--- config.mk ---
export PLATFORM = sky130hd
export DESIGN_NAME = prog_loader
export DESIGN_NICKNAME = d
export VERILOG_FILES = /design/src/rtl/prog_loader.sv
export SDC_FILE = /design/constraint.sdc
export NUM_CORES = 1
export LEC_CHECK = 0
export CAP_MARGIN = 20
export CORE_AREA = 2 2 82 84
export CTS_BUF_LIST = sky130_fd_sc_hd__clkbuf_2
export DETAILED_ROUTE_END_ITERATION = 8
export DIE_AREA = 0 0 84 86
export PLACE_DENSITY = 0.87
export SETUP_SLACK_MARGIN = 0.05
export SLEW_MARGIN = 20
export SYNTH_ARGS = -nofsm -noshare
export SYNTH_HDL_FRONTEND = slang
export SYNTH_SLANG_ARGS = --single-unit
--- constraint.sdc ---
create_clock -name clk -period 5.87 [get_ports clk]
set_input_delay 0.8805 -clock clk [delete_from_list [all_inputs] [get_ports clk]]
set_output_delay 0.8805 -clock clk [all_outputs]
set_load 0.02 [all_outputs]
--- src/rtl/prog_loader.sv ---
// prog_loader
//   Serial program loader. Parses framed bytes from a ready/valid byte
//   source and writes the payload into program memory, holding the CPU
//   while memory contents are untrusted.
//
//   Frame: SYNC_BYTE, CNT_HI, CNT_LO, N data bytes, CHK
//          N-1 = {CNT_HI[3:0], CNT_LO}; CHK = sum of data bytes mod 256.
//
// Ports
//   clk, rst_n            clock, asynchronous active-low reset
//   rx_data/valid/ready   byte input handshake (accept = valid & ready)
//   mem_addr/wdata/we     program memory write port, one cycle after accept
//   cpu_hold              CPU stall while a frame is in flight or has failed
//   done / error          result of the most recent frame
module prog_loader #(
    parameter logic [7:0] SYNC_BYTE = 8'hA5,
    parameter int         ADDR_W    = 12
) (
    input  logic              clk,
    input  logic              rst_n,
    input  logic [7:0]        rx_data,
    input  logic              rx_valid,
    output logic              rx_ready,
    output logic [ADDR_W-1:0] mem_addr,
    output logic [7:0]        mem_wdata,
    output logic              mem_we,
    output logic              cpu_hold,
    output logic              done,
    output logic              error
);

    typedef enum logic [2:0] {
        S_IDLE, S_CNT_HI, S_CNT_LO, S_DATA, S_CHK, S_DONE, S_ERR
    } state_t;

    state_t            state_q,     state_d;
    logic [3:0]        cnt_hi_q,    cnt_hi_d;
    logic [11:0]       byte_cnt_q,  byte_cnt_d;
    logic [ADDR_W-1:0] addr_q,      addr_d;
    logic [7:0]        acc_q,       acc_d;
    logic [ADDR_W-1:0] mem_addr_q,  mem_addr_d;
    logic [7:0]        mem_wdata_q, mem_wdata_d;
    logic              mem_we_q,    mem_we_d;
    logic              cpu_hold_q,  cpu_hold_d;
    logic              done_q,      done_d;
    logic              error_q,     error_d;

    logic accept;

    // The loader never back-pressures; ready simply tracks reset so it drops
    // immediately with rst_n and is up in the very first cycle afterwards.
    assign rx_ready = rst_n;
    assign accept   = rx_valid & rx_ready;

    always_comb begin
        state_d     = state_q;
        cnt_hi_d    = cnt_hi_q;
        byte_cnt_d  = byte_cnt_q;
        addr_d      = addr_q;
        acc_d       = acc_q;
        mem_addr_d  = mem_addr_q;
        mem_wdata_d = mem_wdata_q;
        mem_we_d    = 1'b0;          // strobe only in the cycle after a data accept
        cpu_hold_d  = cpu_hold_q;
        done_d      = done_q;
        error_d     = error_q;

        if (accept) begin
            unique case (state_q)
                S_IDLE, S_DONE, S_ERR: begin
                    // Non-sync bytes between frames are swallowed silently.
                    if (rx_data == SYNC_BYTE) begin
                        state_d    = S_CNT_HI;
                        cpu_hold_d = 1'b1;
                        done_d     = 1'b0;
                        error_d    = 1'b0;
                    end
                end
                S_CNT_HI: begin
                    if (rx_data[7:4] != 4'h0) begin
                        state_d = S_ERR;
                        error_d = 1'b1;
                    end else begin
                        cnt_hi_d = rx_data[3:0];
                        state_d  = S_CNT_LO;
                    end
                end
                S_CNT_LO: begin
                    byte_cnt_d = {cnt_hi_q, rx_data};
                    addr_d     = '0;
                    acc_d      = 8'h00;
                    state_d    = S_DATA;
                end
                S_DATA: begin
                    // SYNC_BYTE here is payload; no re-sync inside DATA.
                    mem_we_d    = 1'b1;
                    mem_addr_d  = addr_q;
                    mem_wdata_d = rx_data;
                    addr_d      = addr_q + 1'b1;   // wraps at 2^ADDR_W
                    acc_d       = acc_q + rx_data;
                    if (byte_cnt_q == 12'd0) state_d = S_CHK;
                    else                     byte_cnt_d = byte_cnt_q - 12'd1;
                end
                S_CHK: begin
                    if (rx_data == acc_q) begin
                        state_d    = S_DONE;
                        done_d     = 1'b1;
                        cpu_hold_d = 1'b0;
                    end else begin
                        state_d = S_ERR;
                        error_d = 1'b1;
                    end
                end
                default: state_d = S_IDLE;
            endcase
        end
    end

    always_ff @(posedge clk or negedge rst_n) begin
        if (!rst_n) begin
            state_q     <= S_IDLE;
            cnt_hi_q    <= 4'h0;
            byte_cnt_q  <= 12'h000;
            addr_q      <= '0;
            acc_q       <= 8'h00;
            mem_addr_q  <= '0;
            mem_wdata_q <= 8'h00;
            mem_we_q    <= 1'b0;
            cpu_hold_q  <= 1'b0;
            done_q      <= 1'b0;
            error_q     <= 1'b0;
        end else begin
            state_q     <= state_d;
            cnt_hi_q    <= cnt_hi_d;
            byte_cnt_q  <= byte_cnt_d;
            addr_q      <= addr_d;
            acc_q       <= acc_d;
            mem_addr_q  <= mem_addr_d;
            mem_wdata_q <= mem_wdata_d;
            mem_we_q    <= mem_we_d;
            cpu_hold_q  <= cpu_hold_d;
            done_q      <= done_d;
            error_q     <= error_d;
        end
    end

    assign mem_addr  = mem_addr_q;
    assign mem_wdata = mem_wdata_q;
    assign mem_we    = mem_we_q;
    assign cpu_hold  = cpu_hold_q;
    assign done      = done_q;
    assign error     = error_q;

endmodule

==> summary.txt <==
Post-Syn Area -> 3428 um2
Cell variety after synth -> 60
Psw -> 839.4 uW
Critical Path Stages -> 2
Worst Setup Slack post-DPL -> 2531 ps
Yosys Instances -> 335
Routing usage on met2 -> 0.3716
Top library cells by usage in the layout, fill and taps aside -> 63 x dfrtp_1, 34 x clkdlybuf4s50_1, 29 x o21ai_0
Sinks on the clock net -> 63
Floorplan Utilization -> 0.5461
Reg-to-reg critical path endpoint -> byte_cnt_q[9]
TritonCTS clock tree -> done
Crit path capture -> rx_ready
Group with the largest share of power -> combinational logic
Cell Rows -> 29
Combinational fraction of the cell area -> 0.4481
And+or+nand+nor area frac -> 0.1672
Core outline area -> 6277 um2
Final Non-Filler Cells -> 448
Number of cell instances on the worst register-to-register path -> 6
Yosys xor share -> 0.01788
Late-Pin Clk Latency -> 490 ps
Synthesized instance count -> 335
Number of primary I/O pins -> 36
Clk pwr -> 231 uW
Hold Violations, Final -> 0
Met3 Routed Length -> 491 um
Largest incremental delay on the critical path -> 730 ps
Multi-input comb cells -> 250
Fin. max-slew vios -> 0
Outcome -> complete, no violations
Signed area change from the synthesized netlist to the final layout -> 13.47%
Power share of the clock group -> 0.123
Layout fillers -> 502
Combinational group share of total power -> 0.490
Seq group -> 722 uW
Number of CTS-inserted buffers -> 9
Power density relative to cell area -> 480.7 nW/um2
Total congestion overflow -> 0
Setup crit end kind -> primary output
Clk Tree Root Cell -> clkbuf_2
Final HPWL from detailed placement -> 5.109 mm
Buffers inserted by post-CTS timing repair -> 0
Portion of the layout cell area used by clock cells -> 0.02445
Post-synth EDFFs -> 0
Cell type taking the most area -> combinational gates
Post-route DRC -> 0
Top cell family by delay on the critical path -> buffers and inverters
Syn avg cell area -> 10.23 um2
Total design power -> 1.870 mW
Yosys stat chip area -> 3428 um2
Initial antenna violation count -> 0
Slew at the pin closest to its max-slew limit -> 929.5 ps
Clk_buf instances -> 9
Setup TNS -> 0 ps
Top-area cell share -> 0.4599
GR peak layer -> met2
Prevailing post-synth register cell -> dfrtp_1
Length of routed wiring on met1 -> 3.310 mm
Fin nets -> 388
Max transition margin -> 0.3788
Area used by sequential logic in the layout -> 1577 um2
Worst Hold Slack -> 388.5 ps
Well Taps -> 77
Area fraction in full adders, half adders and majority gates -> 0.04234
Cell types occupying the most area after synthesis -> dfrtp_1 46%, mux2_2 8.2%, o21ai_0 4.2%
Number of failing setup endpoints in the final timing report -> 0
Post-place instance area -> 3795 um2
Kind of path behind the tightest hold check -> input pin to asynchronous set/reset pin
Ys async rst share -> 1.000
Drt via density -> 6.268
Number of global-route vias before repair -> 2725
Startpoint types -> input pin
Post-synth seq share -> 0.4599
Maximum ir drop on the vdd rail -> 0.2051 mV
CTS Hold Buffers Added -> 0
Seq cells post-synth -> 63
Number of inserted diodes -> 0
Top post-synthesis cells by count -> 63 x dfrtp_1, 29 x o21ai_0, 28 x nand2_1
Tally of yosys warning messages -> 0
Main kind of combinational logic by area -> AND-OR/OR-AND gates
Drt first-iter violations -> 279
Largest driver fanout on the critical path -> 31
Multi-input gate area -> 1743 um2
Routed Wire Length -> 7.723 mm
R2R Setup Slk -> 3420 ps
Maximum count of clock buffers along a single path -> 2
Vias after detailed routing -> 2808
Number of buffers outside the clock class in the layout -> 37
Mux area share -> 0.09088
GR Util All Layers -> 0.2304
Cells resized by post-CTS repair -> 0
Reg power frac -> 0.386
Compound-cell area share of the yosys netlist -> 0.1901
Total tool warning count -> 27
Cell breakdown of the critical path -> buf_2 -> clkdlybuf4s50_1
Residual antenna-violating net count after detailed routing -> 0
Required time worst endpoint -> 4990 ps
Cell-internal power -> 1.030 mW
Figure 1. Placed standard cells.
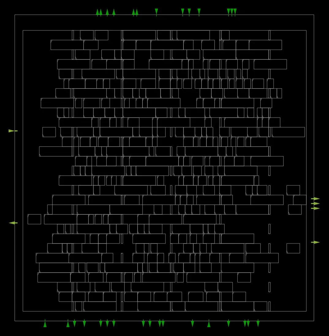
Seq area share: 0.4053
Flops: 63

Figure 2. Pin placement.
Pins as bars across the die edge, other pins in gray.
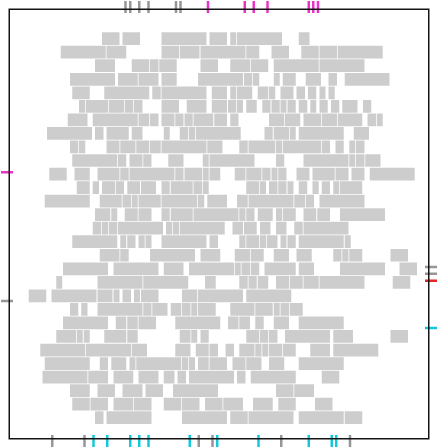
[red] error | pins: 1 | direction: output | edge: east
[magenta] rx_data | pins: 8 | direction: input | edge: 7 north, 1 west
[cyan] mem_addr | pins: 12 | direction: output | edge: 11 south, 1 east
all pins by edge: 17 south, 13 north, 4 east, 2 west
Chip Width: 84 um
buffers added on ports: 35
floorplan die height: 86 um

Figure 3. Cells colored by class.
Fill, decap, tap and diode cells in gray.
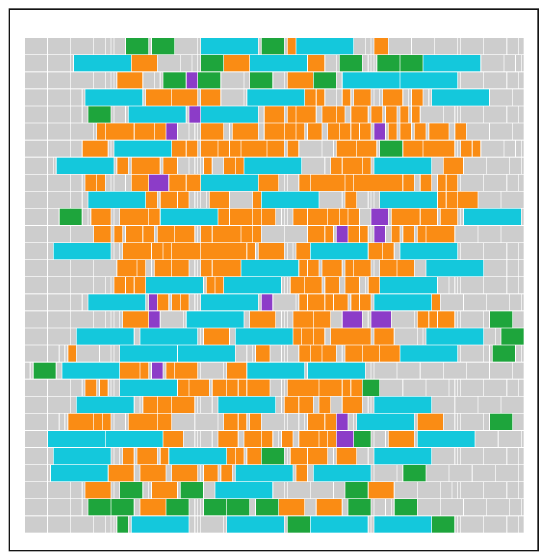
[orange] remaining logic cells | cells: 255 | share of their area: 46%
[purple] clock drivers and dummy loads | cells: 16 | share of their area: 2.5%
[green] remaining buffers and delay cells | cells: 37 | share of their area: 9.5%
[cyan] sequential cells | cells: 63 | share of their area: 42%

Figure 4. Clock distribution.
Bar = 20 um.
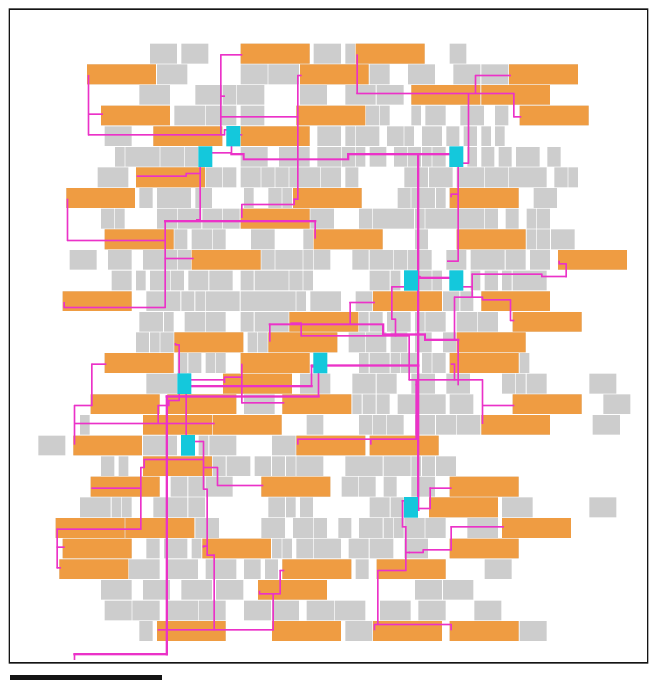
[orange] flip-flops | count: 63
[cyan] clock-net drivers | count: 9
[magenta] clock wires | length: 828 um
routed clock nets: 10

No activity file was given, so power comes from the tool's default toggle rates.
